[src/rtl/reset_seq_pkg.sv]
`default_nettype none
// ============================================================================
// Module      : reset_seq_pkg
// Description : Shared state encoding, counter sizing and parameter legality
//               helpers for the camera-pipeline reset sequencer.
// Revision    : 1.0 - initial release
// ============================================================================
package reset_seq_pkg;

  // Encodings are visible on the state output, so the values are fixed.
  typedef enum logic [1:0] {
    ST_HOLD    = 2'd0,
    ST_RELEASE = 2'd1,
    ST_RUN     = 2'd2
  } state_e;

  localparam int c_STATE_W = 2;
  localparam int c_LLC_W   = 8;

  // Width shared by the stability and stagger counters.
  function automatic int cnt_width(input int lock_stable, input int stagger);
    int m;
    m = (lock_stable > stagger) ? lock_stable : stagger;
    return $clog2(m + 1);
  endfunction

  // True when every parameter is inside its legal range.
  function automatic bit params_legal(input int n_ch, input int sync_stages,
                                      input int lock_stable, input int stagger);
    return (n_ch >= 1) && (sync_stages >= 2) && (lock_stable >= 1) && (stagger >= 1);
  endfunction

endpackage
`default_nettype wire

[src/rtl/bit_sync.sv]
`default_nettype none
// ============================================================================
// Module      : bit_sync
// Description : Single-bit multi-flop synchroniser with synchronous
//               active-low reset; all stages reset to 0.
// Revision    : 1.0 - initial release
// ============================================================================
module bit_sync #(
  parameter int STAGES = 2
) (
  input  logic pclk,
  input  logic reset_n,
  input  logic i_d,
  output logic o_q
);

  logic [STAGES-1:0] r_chain;

  // Shift the asynchronous input through the flop chain.
  always_ff @(posedge pclk) begin
    if (!reset_n) begin
      r_chain <= '0;
    end else begin
      r_chain <= {r_chain[STAGES-2:0], i_d};
    end
  end

  assign o_q = r_chain[STAGES-1];

endmodule
`default_nettype wire

[src/rtl/reset_sequencer.sv]
`default_nettype none
// ============================================================================
// Module      : reset_sequencer
// Description : Holds all reset channels until PLL lock has been stable for
//               LOCK_STABLE cycles, then releases channels in ascending order
//               every STAGGER cycles. Lock loss or sw_rst re-asserts all.
// Revision    : 1.0 - initial release
// ============================================================================
module reset_sequencer
  import reset_seq_pkg::*;
#(
  parameter int N_CH        = 4,
  parameter int SYNC_STAGES = 2,
  parameter int LOCK_STABLE = 16,
  parameter int STAGGER     = 8
) (
  input  logic                 pclk,
  input  logic                 reset_n,
  input  logic                 locked,
  input  logic                 sw_rst,
  output logic [N_CH-1:0]      rst_out,
  output logic                 all_released,
  output logic [c_STATE_W-1:0] state,
  output logic [c_LLC_W-1:0]   lock_lost_cnt
);

  localparam int c_CNT_W = cnt_width(LOCK_STABLE, STAGGER);
  localparam int c_CH_W  = $clog2(N_CH + 1);

  localparam logic [c_CNT_W-1:0] c_STAB_LAST = c_CNT_W'(LOCK_STABLE - 1);
  localparam logic [c_CNT_W-1:0] c_STAG_LAST = c_CNT_W'(STAGGER - 1);
  localparam logic [c_CH_W-1:0]  c_CH_LAST   = c_CH_W'(N_CH - 1);

  // Reject illegal parameter sets at elaboration.
  if (!params_legal(N_CH, SYNC_STAGES, LOCK_STABLE, STAGGER)) begin : g_param_check
    $error("reset_sequencer: illegal parameter set");
  end

  logic                 w_locked_s;

  state_e               r_state,     w_state_nxt;
  logic [c_CNT_W-1:0]   r_stab_cnt,  w_stab_nxt;
  logic [c_CNT_W-1:0]   r_cnt,       w_cnt_nxt;
  logic [c_CH_W-1:0]    r_ch,        w_ch_nxt;
  logic [N_CH-1:0]      r_rst,       w_rst_nxt;
  logic                 r_all_rel,   w_all_rel_nxt;
  logic [c_LLC_W-1:0]   r_llc,       w_llc_nxt;
  logic                 w_lock_loss;

  bit_sync #(
    .STAGES (SYNC_STAGES)
  ) u_locked_sync (
    .pclk    (pclk),
    .reset_n (reset_n),
    .i_d     (locked),
    .o_q     (w_locked_s)
  );

  // Lock loss is only an event once release has begun.
  assign w_lock_loss = (r_state != ST_HOLD) && !w_locked_s;

  // Next-state, counter and output-register decode.
  always_comb begin
    w_state_nxt = r_state;
    w_stab_nxt  = r_stab_cnt;
    w_cnt_nxt   = r_cnt;
    w_ch_nxt    = r_ch;
    w_rst_nxt   = r_rst;
    w_llc_nxt   = r_llc;

    if (w_lock_loss) begin
      // A simultaneous sw_rst is folded into this single lock-loss event.
      w_state_nxt = ST_HOLD;
      w_stab_nxt  = '0;
      w_cnt_nxt   = '0;
      w_ch_nxt    = '0;
      w_rst_nxt   = '1;
      if (r_llc != {c_LLC_W{1'b1}}) begin
        w_llc_nxt = r_llc + 1'b1;
      end
    end else if (sw_rst) begin
      w_state_nxt = ST_HOLD;
      w_stab_nxt  = '0;
      w_cnt_nxt   = '0;
      w_ch_nxt    = '0;
      w_rst_nxt   = '1;
    end else begin
      case (r_state)
        ST_HOLD: begin
          w_rst_nxt = '1;
          if (w_locked_s) begin
            if (r_stab_cnt == c_STAB_LAST) begin
              w_state_nxt = ST_RELEASE;
              w_stab_nxt  = '0;
              w_cnt_nxt   = '0;
              w_ch_nxt    = '0;
            end else begin
              w_stab_nxt = r_stab_cnt + 1'b1;
            end
          end else begin
            w_stab_nxt = '0;
          end
        end
        ST_RELEASE: begin
          if (r_cnt == c_STAG_LAST) begin
            w_cnt_nxt = '0;
            // Only the current channel is cleared; earlier bits already hold 0.
            for (int i = 0; i < N_CH; i++) begin
              if (r_ch == c_CH_W'(i)) begin
                w_rst_nxt[i] = 1'b0;
              end
            end
            w_ch_nxt = r_ch + 1'b1;
            if (r_ch == c_CH_LAST) begin
              w_state_nxt = ST_RUN;
            end
          end else begin
            w_cnt_nxt = r_cnt + 1'b1;
          end
        end
        ST_RUN: begin
          w_rst_nxt = '0;
        end
        default: begin
          w_state_nxt = ST_HOLD;
          w_rst_nxt   = '1;
        end
      endcase
    end

    w_all_rel_nxt = (w_rst_nxt == '0);
  end

  // State, counters and registered outputs.
  always_ff @(posedge pclk) begin
    if (!reset_n) begin
      r_state    <= ST_HOLD;
      r_stab_cnt <= '0;
      r_cnt      <= '0;
      r_ch       <= '0;
      r_rst      <= '1;
      r_all_rel  <= 1'b0;
      r_llc      <= '0;
    end else begin
      r_state    <= w_state_nxt;
      r_stab_cnt <= w_stab_nxt;
      r_cnt      <= w_cnt_nxt;
      r_ch       <= w_ch_nxt;
      r_rst      <= w_rst_nxt;
      r_all_rel  <= w_all_rel_nxt;
      r_llc      <= w_llc_nxt;
    end
  end

  assign rst_out       = r_rst;
  assign all_released  = r_all_rel;
  assign state         = r_state;
  assign lock_lost_cnt = r_llc;

endmodule
`default_nettype wire

[config.mk]
export PLATFORM = sky130hd
export DESIGN_NAME = reset_sequencer
export DESIGN_NICKNAME = d
export VERILOG_FILES = /design/src/rtl/reset_seq_pkg.sv /design/src/rtl/bit_sync.sv /design/src/rtl/reset_sequencer.sv
export SDC_FILE = /design/constraint.sdc
export NUM_CORES = 1
export LEC_CHECK = 0
export CAP_MARGIN = 20
export CORE_AREA = 4 4 63 65
export DETAILED_ROUTE_END_ITERATION = 8
export DIE_AREA = 0 0 67 69
export PLACE_DENSITY = 0.63
export SLEW_MARGIN = 20
export SYNTH_ARGS = -nofsm -noshare
export SYNTH_HDL_FRONTEND = slang
export SYNTH_SLANG_ARGS = --single-unit
[constraint.sdc]
create_clock -name pclk -period 2.21 [get_ports pclk]
set_input_delay 0.221 -clock pclk [delete_from_list [all_inputs] [get_ports pclk]]
set_output_delay 0.221 -clock pclk [all_outputs]
set_load 0.03 [all_outputs]
==> metrics.yaml <==
cells_and_area:
  areaGrowthSynthToFinish_pct: 17.42
  final-instance-count-excl-fill: 229
  layout.cells.most_common: "dfxtp_1"
  fillCellCount: 340
  final_util_pct: 51.56
  diodes: 0
  drive_gt1_share_pct: 7.650
  final_nets: 196
  lay_top_cells: "30 x dfxtp_1, 18 x clkdlybuf4s50_1, 14 x nor2_1"
critical_path:
  slowest_delay_ns: 0.75
  critPathSlowestCell: "clkdlybuf4s50_1"
  crit_path_max_fanout: 11
  path_class: "register to output pin"
  critPathCaptureType: "output pin"
  worst_r2r_endpoint: "all_released"
  ff2ff_setup_slack_ns: 0.37
  rr_startpoint: "r_cnt[0]"
  reg2reg_depth: 5
  required_ns: 1.99
  cpLargestDelayFamily: "buffers and inverters"
  crit_chain: "clkdlybuf4s50_1"
  startpoint_type: "register"
  critPathArrivalTime_ns: 1.64
  path_buffers: 1
yosys:
  avgSynthCellArea_um2: 8.934
  synth.largest_area_cell: "dfxtp_1"
  top_cell: "dfxtp_1"
  common_cells: "30 x dfxtp_1, 14 x nor2_1, 13 x nand2_1, 12 x a21oi_1, 11 x nand3_1"
  async_reset_ff_share_pct: 0
  logic_family: "simple AND/OR/NAND/NOR gates"
  ys_sh_adder_pct: 6.832
  fp_nets: 176
  ff_type: "dfxtp_1"
  ys_ff: 30
  synth-simple-area-share_pct: 27.16
  synth_chip_area_um2: 1465
  mux_area_share_pct: 2.135
  yosysUniqueCellTypes: 42
  synth_seq_share_pct: 40.99
  synth.area.top_cells: "dfxtp_1 41%, ha_1 6.8%, a21oi_1 4.1%"
  synth_warnings: 0
  xor_share_pct: 1.793
  ys_sh_aoi_pct: 16.74
  synth_cells: 164
  edf_count: 0
  yosys_cells: 164
  netlist_area_um2: 1465
  synthDominantCellAreaShare_pct: 40.99
placement:
  dp_hpwl_um: 2281
  portBuffers: 18
  globalplace.congestion: 0.7779
  dp_cells: 223
clock_tree:
  cts_buffers: 5
  cts-htree-levels: 2
  clock_latency_ns: 0.31
  hold_buffers: 0
  cts_buffer_depth: 2
  cts_resized: 0
  clkSlewWorstSetupHoldPaths_ns: 0.08
  post_cts_buffers: 0
  cts_sinks: 30
  cts_tree: "yes"
  root_buffer: "clkbuf_4"
worst_hold_path:
  hold_path_startpoint: "u_locked_sync.r_chain[0]"
  hold_end: "u_locked_sync.r_chain[1]"
  hold_depth: 1
  min_path_type: "register to register"
pwr:
  clkPwrFrac_pct: 35.6
  powerDensity_nw_per_um2: 510.9
  swShare_pct: 20.90
  power_frac_seq_pct: 61.8
  power.leakage_nw: 0.5685
  power.total_mw: 0.8790
  combPwrFrac_pct: 2.6
  worst_ir_drop_vdd_mv: 0.2471
  intPower_mw: 0.6952
  power.switching_mw: 0.1837
timing:
  tightest_slew_ns: 0.4876
  rsz0062_at_grt: "no"
  max_freq_mhz: 537.8
  finalSetupTns_ns: 0
  finalMaxSlewViolations: 0
  fin_crit_ns: 1.859
  slew_headroom_pct: 67.45
  hold_violations: 0
  holdWs_ns: 0.4459
  clock_skew_ns: 0.003574
  setup-violations-final: 0
  fin_crit_sh_pct: 84.14
routing:
  dr.pass1.iters: 4
  drt-total-wl_um: 3051
  vias: 1263
  final_antenna_net_count: 0
  post-route-drc-count: 0
  dr.first_iter.drc_count: 81
  avgRoutedWirePerCell_um: 13.32
  via_per_inst: 5.515
die:
  fp-utilization_pct: 43.91
  die_h_um: 69
  die-area_um2: 4623
  pin_count: 19
  core_um2: 3337
  die_w_um: 67
  rows: 21
global_routing:
  antenna_found_initial: 0
  grt_overflow: 0
  grt_pass1_wl_um: 5430
  grt_pass1_vias: 1296
  grt_max_degree: 13
  grt_usage_pct: 14.98
outcome:
  status: "finished clean"
flow_run:
  cap_violations: 0
  tool_warnings: 29
[worst max-delay path by stage]
stage / slack (ns) / to / cells after the start / from
detailed placement: 0.42 / all_released / 5 / r_cnt[0]
finish: 0.35 / state[0] / 1 / state[0]
global placement: 0.46 / all_released / 5 / r_cnt[0]
CTS: 0.32 / state[0] / 1 / state[0]
global route: 0.23 / all_released / 5 / r_cnt[0]
floorplan: 0.57 / lock_lost_cnt[7] / 5 / lock_lost_cnt[0]
[through the flow]
stage          setup slack [ns]  cell area (um^2)
2_1_floorplan            0.5679              1465
3_3_place_gp             0.4618              1669
3_5_place_dp             0.4158              1669
4_1_cts                  0.3246              1720
5_1_grt                  0.2274              1720
6_report                 0.3505              1720
[sequential cells by signal (all words and copies together) (netlist names)]
| register | flops |
|---|---|
| state | 2 |
| r_cnt | 5 |
| all_released | 1 |
| u_locked_sync.r_chain | 2 |
| r_stab_cnt | 5 |
| r_ch | 3 |
| lock_lost_cnt | 8 |
| rst_out | 4 |
[metal layers]
layer | up-vias | track usage, % | share of wire (%)
met5 | - | 0 | 0
met4 | 0 | 5.405 | 1.0
met3 | 4 | 5.844 | 4.4
li1 | 634 | - | -
met2 | 29 | 24.34 | 48
met1 | 596 | 17.49 | 46
[power groups by stage]
stage / clock, mW / sequential [mW] / combinational, mW
CTS: 0.324 / 0.543 / 0.0232
global route: 0.348 / 0.544 / 0.0249
finish: 0.313 / 0.543 / 0.0229
global placement: 0 / 0.556 / 0.0225
detailed placement: 0 / 0.556 / 0.0232
floorplan: 0 / 0.556 / 0.0112
[layout make-up]
cell class                 count  area (um^2)  share of cell area [%]
sequential                    30        600.6                   34.91
inverter                       6        22.52                   1.309
multi-input combinational    122        800.8                   46.55
tap                           46        57.56                   3.345
clock buffer                   6        51.30                   2.982
timing repair buffer          19        187.7                   10.91
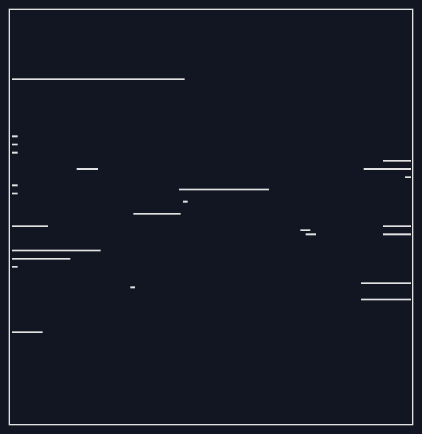
(met3 routing)
(6 px per um)
The layer carries 133 um of wire. The layer holds 4.4% of the routed length.

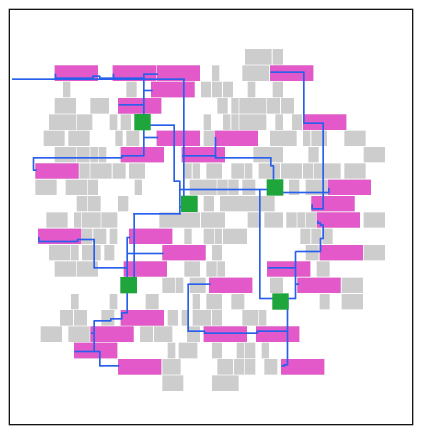
(clock distribution)
(6 px per um)
Magenta shows flip-flops, count 30. Blue shows clock wires, length 387 um. Green shows cells driving clock nets, count 5.
There are 6 routed clock nets.

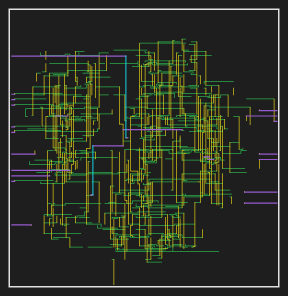
(wiring by layer)
(4 px per um)
Green shows met1, wire length 1420 um. Purple shows met3, wire length 133 um. Cyan shows met4, wire length 32.6 um. Yellow shows met2, wire length 1470 um.

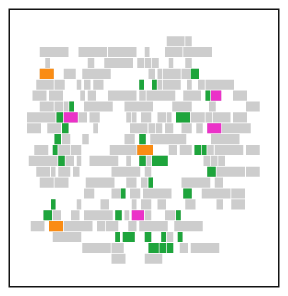
(gate families picked out)
(4 px per um)
Magenta shows AND-OR and OR-AND gates, cells 4. Green shows NAND gates, cells 32. Orange shows multiplexers, cells 3.

Power and IR drop assume default switching activity.
